<file path="config.mk">
export PLATFORM = sky130hd
export DESIGN_NAME = cla_seq_adder
export DESIGN_NICKNAME = d
export VERILOG_FILES = /design/src/rtl/cla_seq_adder.sv
export SDC_FILE = /design/constraint.sdc
export NUM_CORES = 1
export LEC_CHECK = 0
export CAP_MARGIN = 10
export CORE_MARGIN = 1.5
export CORE_UTILIZATION = 55
export CTS_CLUSTER_DIAMETER = 50
export DETAILED_ROUTE_END_ITERATION = 6
export GPL_TIMING_DRIVEN = 0
export HOLD_SLACK_MARGIN = 0.06
export PLACE_DENSITY = 0.88
export RECOVER_POWER = 50
export SLEW_MARGIN = 20
export SYNTH_ARGS = -nofsm -noshare
export SYNTH_HDL_FRONTEND = slang
export SYNTH_SLANG_ARGS = --single-unit
</file>
<file path="constraint.sdc">
create_clock -name clk -period 9.25 [get_ports clk]
set_input_delay 0.925 -clock clk [delete_from_list [all_inputs] [get_ports clk]]
set_output_delay 0.925 -clock clk [all_outputs]
set_load 0.005 [all_outputs]
</file>
<file path="src/rtl/cla_seq_adder.sv">
// Multi-cycle carry-lookahead adder/subtractor: resolves one SEG_W-bit segment per
// cycle (LSB first) with 4-bit lookahead groups; the inter-segment carry is registered.
module cla_seq_adder #(
   parameter int WIDTH = 64,
   parameter int SEG_W = 16
) (
   input  logic             clk,
   input  logic             rst,
   input  logic             in_valid,
   output logic             in_ready,
   input  logic [WIDTH-1:0] a,
   input  logic [WIDTH-1:0] b,
   input  logic             sub,
   input  logic             cin,
   output logic             out_valid,
   input  logic             out_ready,
   output logic [WIDTH-1:0] sum,
   output logic             cout,
   output logic             ovf
);

   localparam int NSEG  = WIDTH / SEG_W;
   localparam int NGRP  = SEG_W / 4;
   localparam int CNT_W = (NSEG > 1) ? $clog2(NSEG) : 1;

   typedef enum logic [1:0] {IDLE = 2'd0, BUSY = 2'd1, DONE = 2'd2} state_t;

   state_t             state;
   logic [WIDTH-1:0]   a_reg;
   logic [WIDTH-1:0]   b_reg;
   logic               carry_reg;
   logic [CNT_W-1:0]   cnt;

   logic [SEG_W-1:0]   seg_a;
   logic [SEG_W-1:0]   seg_b;
   logic [SEG_W-1:0]   seg_sum;
   logic [SEG_W:0]     seg_carry;
   logic [4:0]         grp_carry;
   logic               chain;
   int                 seg_base;

   // Carries into bits 0..3 and out of bit 3 of one group, in lookahead form.
   function automatic logic [4:0] cla4(input logic [3:0] p, input logic [3:0] g, input logic c0);
      logic [4:0] c;
      c[0] = c0;
      c[1] = g[0] | (p[0] & c0);
      c[2] = g[1] | (p[1] & g[0]) | (p[1] & p[0] & c0);
      c[3] = g[2] | (p[2] & g[1]) | (p[2] & p[1] & g[0]) | (p[2] & p[1] & p[0] & c0);
      c[4] = g[3] | (p[3] & g[2]) | (p[3] & p[2] & g[1]) | (p[3] & p[2] & p[1] & g[0])
           | (p[3] & p[2] & p[1] & p[0] & c0);
      return c;
   endfunction

   // Resolve the current segment by chaining lookahead groups from the registered carry.
   always_comb begin
      seg_base  = int'(cnt) * SEG_W;
      seg_a     = a_reg[seg_base +: SEG_W];
      seg_b     = b_reg[seg_base +: SEG_W];
      seg_sum   = '0;
      seg_carry = '0;
      grp_carry = '0;
      chain     = carry_reg;
      for (int i = 0; i < NGRP; i++) begin
         grp_carry = cla4(seg_a[i*4 +: 4] ^ seg_b[i*4 +: 4],
                          seg_a[i*4 +: 4] & seg_b[i*4 +: 4], chain);
         seg_carry[i*4 +: 4] = grp_carry[3:0];
         seg_sum[i*4 +: 4]   = seg_a[i*4 +: 4] ^ seg_b[i*4 +: 4] ^ grp_carry[3:0];
         chain               = grp_carry[4];
      end
      seg_carry[SEG_W] = chain;
   end

   // Handshake FSM, operand latch and segment-by-segment result register.
   always_ff @(posedge clk) begin
      if (rst) begin
         state     <= IDLE;
         in_ready  <= 1'b1;
         out_valid <= 1'b0;
         sum       <= '0;
         cout      <= 1'b0;
         ovf       <= 1'b0;
         cnt       <= '0;
         carry_reg <= 1'b0;
         a_reg     <= '0;
         b_reg     <= '0;
      end else begin
         case (state)
            IDLE: begin
               if (in_valid) begin
                  a_reg     <= a;
                  b_reg     <= sub ? ~b : b;
                  carry_reg <= sub ? 1'b1 : cin;
                  cnt       <= '0;
                  in_ready  <= 1'b0;
                  state     <= BUSY;
               end
            end
            BUSY: begin
               sum[seg_base +: SEG_W] <= seg_sum;
               carry_reg              <= seg_carry[SEG_W];
               cnt                    <= cnt + CNT_W'(1);
               if (cnt == CNT_W'(NSEG - 1)) begin
                  cout      <= seg_carry[SEG_W];
                  // carry into the MSB differs from carry out of it on signed overflow
                  ovf       <= seg_carry[SEG_W-1] ^ seg_carry[SEG_W];
                  out_valid <= 1'b1;
                  state     <= DONE;
               end
            end
            DONE: begin
               if (out_ready) begin
                  out_valid <= 1'b0;
                  in_ready  <= 1'b1;
                  state     <= IDLE;
               end
            end
            default: begin
               state     <= IDLE;
               in_ready  <= 1'b1;
               out_valid <= 1'b0;
            end
         endcase
      end
   end

endmodule

</file>
==> deck_impl_summary.md <==
Implementation Results

Status
  • Result of the run: finished clean

Worst setup path
  • CP Data Required Time: 9.66 ns
  • Slowest cell on the critical path: clkbuf_1
  • Startpoint kind of the worst setup timing path: flip-flop
  • Arrival time at the worst endpoint: 4.71 ns
  • Worst R2R Setup Slack: 4.96 ns
  • Top cell by count, worst path: clkbuf_1
  • Largest stage delay, worst path: 0.56 ns

Global route
  • Met3 GRT Util: 0.0611
  • Pin count of the biggest net entering global routing: 15
  • Number of global-route vias before repair: 8459

Final layout
  • Highest-count cells in the layout ignoring fill and taps: dfxtp_1, nand2_1, nor2_1
  • Layout cells sized above 1: 0.0812
  • Filler instances: 1160

Synth
  • Yosys chip area: 9190 sq um
  • Primary flip-flop cell chosen by synthesis mapping: dfxtp_1
  • Post-synth regs: 201
  • Proportion of register bits with asynchronous set or reset after synthesis: 0
  • Number of distinct standard cells referenced by the synthesized netlist: 59
  • Sequential area share after synthesis: 0.438
  • Net count after synthesis: 1158

Timing
  • Unrepaired setup endpoints after global routing: no
  • Worst relative slew slack: 0.525
  • Count of pins over their slew limit: 0
  • Timing-limited maximum frequency: 0.233 GHz
  • Setup TNS: 0 ns

Clock network
  • Clock slew at reported path FFs: 0.07 ns
  • Root Driver: clkbuf_16

Run
  • Max-cap violation count: 0

Routing
  • DR DRC count: 0
  • Count of TritonRoute iterations in the first routing pass: 5

Placement
  • Post-DP HPWL: 21.0 mm
-- layout make-up --
class                   instances  share of cell area
inverters                      10             0.00310
repair buffers                199               0.164
clock inverters                 3             0.00568
clock buffers                  31              0.0497
well taps                     220              0.0227
flip-flops and latches        201               0.332
plain buffers                  78              0.0262
multi-input cells             709               0.396
-- report_power, final --
part,switching (uW),internal (uW)
sequential,29.2,913
combinational,209,170
clock,335,503
-- path summary, 6_finish.rpt --
check / from / end / cells past startpoint
worst max-delay path: cnt[1] / sum[29] / 12
worst min-delay path: sum[30] / sum[30] / 2
worst max register to register: cnt[1] / sum[29] / 12
worst min register to register: sum[30] / sum[30] / 2
-- layer usage --
metal	wire length, um	part of all wire
met2	13300	0.48
met1	10500	0.38
met5	0	0
met4	1220	0.044
met3	2590	0.094
-- Yosys cell counts (6+ instances only) --
| master | n | area [sq um] |
|---|---|---|
| o21ai_1 | 6 | 30.0 |
| o21ai_0 | 8 | 40.0 |
| nor2_1 | 138 | 518 |
| nor3_1 | 7 | 35.0 |
| a22oi_1 | 44 | 330 |
| inv_1 | 10 | 37.5 |
| dfxtp_1 | 201 | 4020 |
| clkbuf_1 | 43 | 161 |
| mux4_2 | 32 | 721 |
| a311o_1 | 8 | 80.1 |
| a211oi_1 | 65 | 488 |
| buf_2 | 24 | 120 |
| xnor2_1 | 66 | 578 |
| and3_1 | 6 | 37.5 |
| buf_1 | 11 | 41.3 |
| a21oi_1 | 84 | 420 |
| nand2_1 | 150 | 563 |
| ha_1 | 22 | 275 |
-- logic make-up after synthesis --
family | after synthesis | synth area share
mux | 33 | 0.0795
simple gates | 336 | 0.155
compound gates | 242 | 0.181
buf+inv | 88 | 0.0392
fa+ha+maj | 26 | 0.0387
flops | 201 | 0.438
xor+xnor | 72 | 0.0694
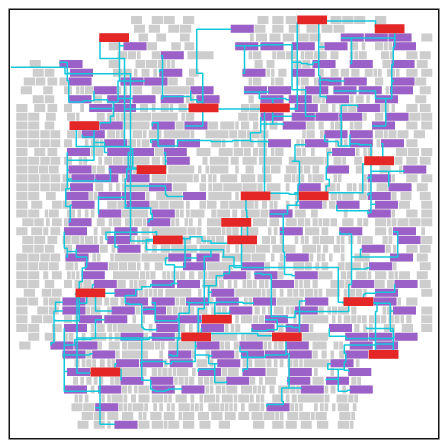
Fig. 1. Routed clock nets over the placement.
flip-flops: shown in purple, count 201. clock wires: shown in cyan, length 2290 um. cells driving clock nets: shown in red, count 20.
There are 21 routed clock nets. Position of the flops: all over the die.
clock network power consumption: 838 uW
Late-Pin Clk Latency: 0.49 ns
Clock Skews: 0.0150 ns

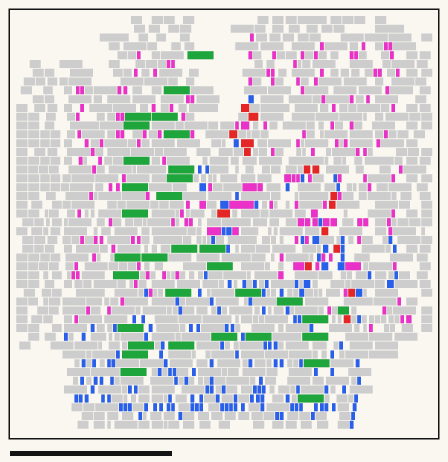
Fig. 2. Gate families picked out.
Bar = 50 um.
AND and OR gates: shown in red, cells 15, most used and3_1. multiplexers: shown in green, cells 33, most used mux4_2. NAND gates: shown in blue, cells 163, most used nand2_1. NOR gates: shown in magenta, cells 158, most used nor2_1.
dominant logic cell type in the layout: dfxtp_1
multi-input gate share of the layout cell area: 0.396
tally of non-filler cells in the final layout: 1451

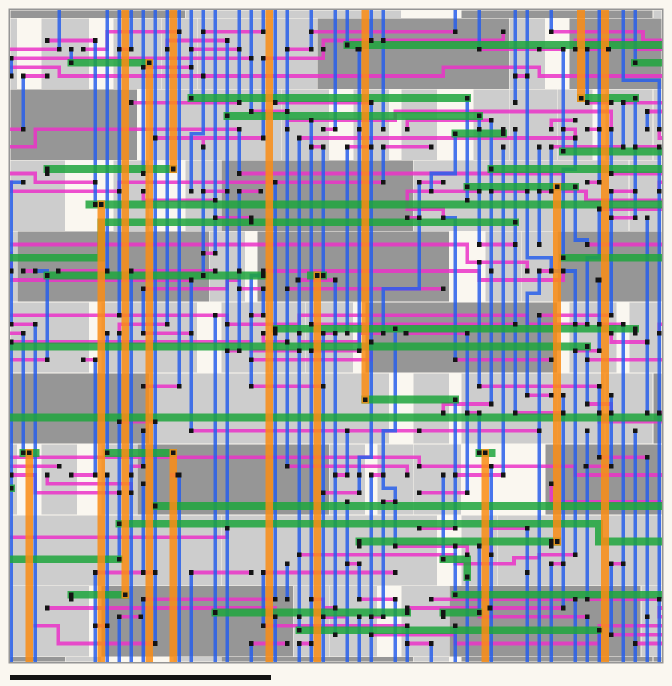
Fig. 3. Layout detail.
Bar = 10 um. Window x 54 to 79, y 27 to 52 um. Cells in gray, sequential cells in the stronger gray; small squares are vias.
met2: shown in blue. met3: shown in green. met1: shown in magenta. met4: shown in orange.
Most frequent: nand2_1 (17), a21oi_1 (12), dfxtp_1 (12). Sequential cells in the window: 12. 57 logic cells have their middle in the window. Netlist names of flops here include a_reg (12).

Power and IR drop assume default switching activity.
